`src/rtl/apb_pkg.sv`:
```
// Shared types and constants for the APB master/slave subsystem.
package apb_pkg;

  localparam int ADDR_WIDTH  = 9;
  localparam int DATA_WIDTH  = 8;
  localparam int SLV_SEL_BIT = 8;
  localparam int MEM_DEPTH   = 256;

  typedef enum logic [1:0] {
    IDLE   = 2'd0,
    SETUP  = 2'd1,
    ACCESS = 2'd2
  } apb_state_e;

endpackage

```
`src/rtl/apb_slave.sv`:
```
// APB slave memory: 256 x 8 storage with per-location valid bits and
// programmable wait states; unwritten locations answer reads with an error.
module apb_slave
  import apb_pkg::*;
#(
  parameter int WAIT_STATES = 0
) (
  input  logic                    i_pclk,
  input  logic                    i_presetn,
  input  logic                    i_psel,
  input  logic                    i_penable,
  input  logic                    i_pwrite,
  input  logic [SLV_SEL_BIT-1:0]  i_paddr,
  input  logic [DATA_WIDTH-1:0]   i_pwdata,
  output logic                    o_pready,
  output logic [DATA_WIDTH-1:0]   o_prdata,
  output logic                    o_pslverr
);

  logic [DATA_WIDTH-1:0] r_mem [MEM_DEPTH];
  logic [MEM_DEPTH-1:0]  r_valid;
  logic [1:0]            r_wait_cnt;
  logic                  w_access;
  logic                  w_complete;
  logic                  w_hit;

  assign w_access   = i_psel & i_penable;
  assign o_pready   = w_access & (r_wait_cnt == 2'(WAIT_STATES));
  assign w_complete = o_pready;
  assign w_hit      = r_valid[i_paddr];

  // Counts ACCESS cycles already spent with PREADY low.
  always_ff @(posedge i_pclk or negedge i_presetn) begin
    if (!i_presetn) begin
      r_wait_cnt <= 2'd0;
    end else if (w_complete) begin
      r_wait_cnt <= 2'd0;
    end else if (w_access) begin
      r_wait_cnt <= r_wait_cnt + 2'd1;
    end
  end

  always_ff @(posedge i_pclk or negedge i_presetn) begin
    if (!i_presetn) begin
      r_valid <= '0;
    end else if (w_complete && i_pwrite) begin
      r_valid[i_paddr] <= 1'b1;
    end
  end

  // Storage itself is never reset; only the valid bits are.
  always_ff @(posedge i_pclk) begin
    if (w_complete && i_pwrite) begin
      r_mem[i_paddr] <= i_pwdata;
    end
  end

  assign o_prdata  = (w_access && !i_pwrite && w_hit) ? r_mem[i_paddr] : '0;
  assign o_pslverr = w_access & ~i_pwrite & ~w_hit;

endmodule

```
`src/rtl/apb_modport.sv`:
```
// APB subsystem top: APB3 master FSM fed by user commands, two decoded
// slave memories, and registered read-data / error outputs.
module apb_modport
  import apb_pkg::SLV_SEL_BIT, apb_pkg::IDLE, apb_pkg::SETUP, apb_pkg::ACCESS;
#(
  parameter int ADDR_WIDTH  = 9,
  parameter int DATA_WIDTH  = 8,
  parameter int WAIT_STATES = 0
) (
  input  logic                  PCLK,
  input  logic                  PRESETn,
  input  logic                  transfer,
  input  logic                  READ_WRITE,
  input  logic [ADDR_WIDTH-1:0] apb_write_paddr,
  input  logic [ADDR_WIDTH-1:0] apb_read_paddr,
  input  logic [DATA_WIDTH-1:0] apb_write_data,
  output logic [DATA_WIDTH-1:0] apb_read_data_out,
  output logic                  PSLVERR,
  output logic [1:0]            o_state
);

  localparam logic [1:0] ST_IDLE   = IDLE;
  localparam logic [1:0] ST_SETUP  = SETUP;
  localparam logic [1:0] ST_ACCESS = ACCESS;

  logic [1:0]            r_state;
  logic [1:0]            w_next;
  logic                  w_load;
  logic                  r_pwrite;
  logic [ADDR_WIDTH-1:0] r_paddr;
  logic [DATA_WIDTH-1:0] r_pwdata;

  logic                  w_psel;
  logic                  w_penable;
  logic                  w_sel1;
  logic                  w_psel0;
  logic                  w_psel1;
  logic                  w_pready0;
  logic                  w_pready1;
  logic [DATA_WIDTH-1:0] w_prdata0;
  logic [DATA_WIDTH-1:0] w_prdata1;
  logic                  w_pslverr0;
  logic                  w_pslverr1;
  logic                  w_pready;
  logic [DATA_WIDTH-1:0] w_prdata;
  logic                  w_pslverr;
  logic                  w_complete;

  assign w_psel    = (r_state != ST_IDLE);
  assign w_penable = (r_state == ST_ACCESS);
  assign w_sel1    = r_paddr[SLV_SEL_BIT];
  assign w_psel0   = w_psel & ~w_sel1;
  assign w_psel1   = w_psel & w_sel1;

  assign w_pready   = w_sel1 ? w_pready1  : w_pready0;
  assign w_prdata   = w_sel1 ? w_prdata1  : w_prdata0;
  assign w_pslverr  = w_sel1 ? w_pslverr1 : w_pslverr0;
  assign w_complete = w_penable & w_pready;

  always_comb begin
    w_next = r_state;
    case (r_state)
      ST_IDLE:   if (transfer) w_next = ST_SETUP;
      ST_SETUP:  w_next = ST_ACCESS;
      ST_ACCESS: if (w_pready) w_next = transfer ? ST_SETUP : ST_IDLE;
      default:   w_next = ST_IDLE;
    endcase
  end

  // SETUP is only ever entered from IDLE or from a completing ACCESS.
  assign w_load = (w_next == ST_SETUP);

  always_ff @(posedge PCLK or negedge PRESETn) begin
    if (!PRESETn) begin
      r_state  <= ST_IDLE;
      r_pwrite <= 1'b0;
      r_paddr  <= '0;
      r_pwdata <= '0;
    end else begin
      r_state <= w_next;
      if (w_load) begin
        r_pwrite <= ~READ_WRITE;
        r_paddr  <= READ_WRITE ? apb_read_paddr : apb_write_paddr;
        r_pwdata <= apb_write_data;
      end
    end
  end

  // Error flag follows every transfer; read data is held across writes.
  always_ff @(posedge PCLK or negedge PRESETn) begin
    if (!PRESETn) begin
      apb_read_data_out <= '0;
      PSLVERR           <= 1'b0;
    end else if (w_complete) begin
      PSLVERR <= w_pslverr;
      if (!r_pwrite) begin
        apb_read_data_out <= w_prdata;
      end
    end
  end

  assign o_state = r_state;

  apb_slave #(.WAIT_STATES(WAIT_STATES)) u_slave0 (
    .i_pclk    (PCLK),
    .i_presetn (PRESETn),
    .i_psel    (w_psel0),
    .i_penable (w_penable),
    .i_pwrite  (r_pwrite),
    .i_paddr   (r_paddr[SLV_SEL_BIT-1:0]),
    .i_pwdata  (r_pwdata),
    .o_pready  (w_pready0),
    .o_prdata  (w_prdata0),
    .o_pslverr (w_pslverr0)
  );

  apb_slave #(.WAIT_STATES(WAIT_STATES)) u_slave1 (
    .i_pclk    (PCLK),
    .i_presetn (PRESETn),
    .i_psel    (w_psel1),
    .i_penable (w_penable),
    .i_pwrite  (r_pwrite),
    .i_paddr   (r_paddr[SLV_SEL_BIT-1:0]),
    .i_pwdata  (r_pwdata),
    .o_pready  (w_pready1),
    .o_prdata  (w_prdata1),
    .o_pslverr (w_pslverr1)
  );

endmodule

```
`config.mk`:
```
export PLATFORM = sky130hd
export DESIGN_NAME = apb_modport
export DESIGN_NICKNAME = d
export VERILOG_FILES = /design/src/rtl/apb_pkg.sv /design/src/rtl/apb_slave.sv /design/src/rtl/apb_modport.sv
export SDC_FILE = /design/constraint.sdc
export NUM_CORES = 2
export LEC_CHECK = 0
export CAP_MARGIN = 20
export CORE_MARGIN = 2
export CORE_UTILIZATION = 45
export DETAILED_ROUTE_END_ITERATION = 12
export PLACE_DENSITY = 0.66
export SLEW_MARGIN = 10
export SYNTH_ARGS = -nofsm -noshare
export SYNTH_HDL_FRONTEND = slang
export SYNTH_SLANG_ARGS = --single-unit
```
`constraint.sdc`:
```
create_clock -name PCLK -period 13.4 [get_ports PCLK]
set_input_delay 1.34 -clock PCLK [delete_from_list [all_inputs] [get_ports PCLK]]
set_output_delay 1.34 -clock PCLK [all_outputs]
set_load 0.05 [all_outputs]
```
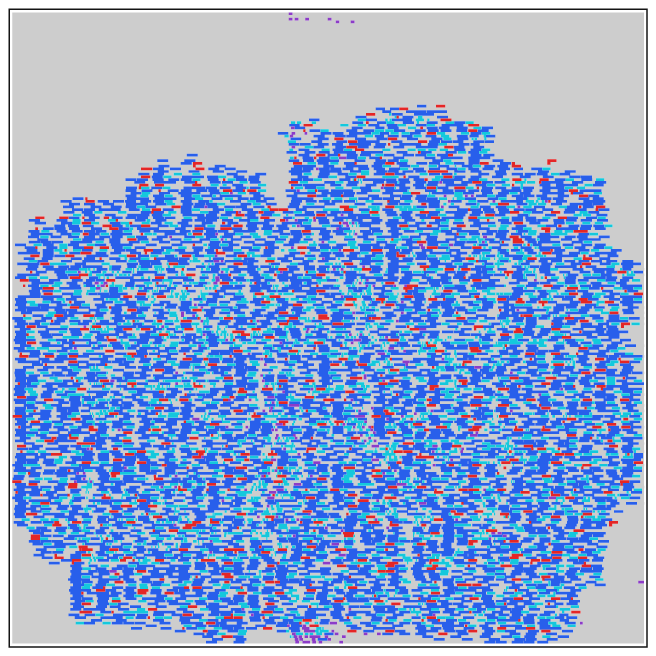
**Above:** placed cells, one colour a class.
(1 px per micron) Fill, decap, tap and diode cells in grey.
colour	class	cells	share of their area
purple	remaining buffers and delay cells	273	1.3%
cyan	combinational and other logic	3211	21%
blue	sequential cells	4641	70%
red	clock drivers and dummy loads	835	7.6%

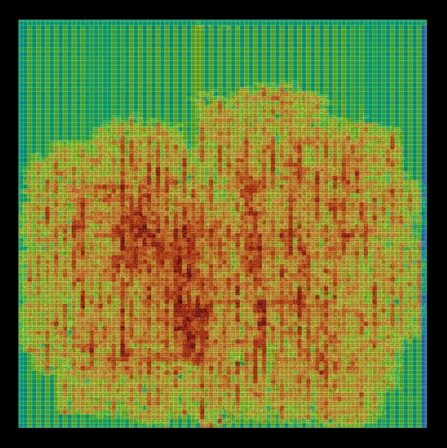
**Above:** routing congestion.
Global Route met2 Usage: 36.6%
overall track demand over capacity in global routing: 23.3%
GRT Max-Usage Layer: met2
met3 demand-to-capacity share in global routing: 4.79%

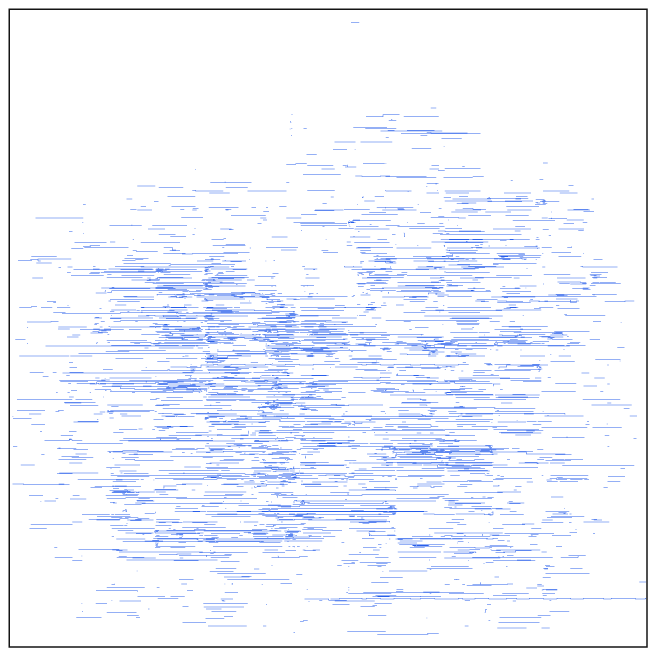
**Above:** the metal 3 layer.
(1 px per micron)
nets with wire on the layer	1090
wire length on this layer	47.7 mm
share of all routed wire	10%
longest straight run	218 microns
main direction	horizontal

==> summary.txt <==
Purpose: to document the outcome of synthesis and place and route.

Status
The flow ran to the end, and the final reports show no timing, DRC or antenna violations.

Pwr
The clock network burns 38.3% of the power. Overall power consumption after layout is estimated at 33.0 mW.

Drt
The total number of vias is 88700. The routed wire length on met3 is between 40000 and 50000 microns. Per the log, the first TritonRoute iteration ended with a DRC count of 12400. The post-detailed-route via-to-cell ratio is 6.23. The routed layout reports a DRC error count of 0.

The met2 routed wirelength is 227000 microns. The top metal layer carrying routed signals is met5. The wire length recorded after detailed routing is 478000 microns.

Floorplan
Measured along the x axis, the die boundary spans 636 microns. The I/O pin total is 41. According to the tapcell log, the count of inserted taps is 5265.

Place
Once placement completed, the tool counted placed cells totaling 13400. Port buffering added 40 buffers. The placement summary gives the final routability congestion estimate as 0.858.

Final layout
The layout-stage area growth over the synthesis result is 12.0%. The register cell area after layout is about 0.14 sq mm. The net count of the finished layout is between 8000 and 9000. The post-route netlist has 31.1% of its cells at a drive strength greater than 1.

The top cell type in the final layout, fill and taps aside, is sky130_fd_sc_hd__edfxtp_1. The logic share of the area is between 20 and 25%. The area used by multi-input combinational logic is just over 0.04 sq mm. The number of non-clock inverters is 10.

Worst setup path
The startpoint of the worst-slack reg-to-reg timing path is r_paddr[2]. The type of element capturing the critical path is a flip-flop. The required arrival time at the worst endpoint is 14270 ps. The end of the worst register-to-register path is apb_read_data_out[5]. The gate family responsible for the most delay along the worst path is buffers and inverters.

For flop-to-flop paths, the worst setup slack is 7000 ps.

STA
The pin closest to its max-slew limit shows a slew of 1370 ps. The final worst-path setup slack is 7000 ps. In the final report, the number of pins over their slew limit comes to 0.

Clock network
Once the clock tree was built, the resizer swapped 0 gates to a different size. The clock insertion delay at the later pin of the skew report is 1020 ps. The total number of H-tree levels is 5.

Synth
After synthesis, the largest area contributor takes up 68.4% of total cell area. The net count after synthesis is around 8400. The number of register bits inferred by synthesis is 4641. The share of the Yosys chip area taken by registers is 76.0%. The synthesized design contains 4096 enable-type register cells.

The main area contributors are sky130_fd_sc_hd__edfxtp_1, sky130_fd_sc_hd__mux4_2, sky130_fd_sc_hd__dfrtp_1. The chip area from the yosys synthesis statistics is 0.180 sq mm. The tally of yosys warning messages is 0.
[power by group through the flow]
stage                     Combinational, mW  Clock (mW)  Sequential [mW]
after floorplan                        2.15           0             17.1
final                                  3.98        12.7             16.4
after global routing                   4.12        13.3             16.4
after CTS                              3.97        12.8             16.4
after detailed placement               3.96           0             16.7
after global placement                 3.89           0             16.7
[kinds of logic (layout without fill, tap and decap cells)]
group	after synthesis	count (layout)	synth area share, %
other	0	15	0
adders and majority gates	2	2	0.0139
DFF	4641	4641	76.0
muxes	1502	1502	17.4
buffers and inverters	480	1118	1.49
and+or+nand+nor	1313	1313	3.63
AOI/OAI and AO/OA	384	384	1.47
Power figures rest on the tool's default switching activity, not on a simulated workload.
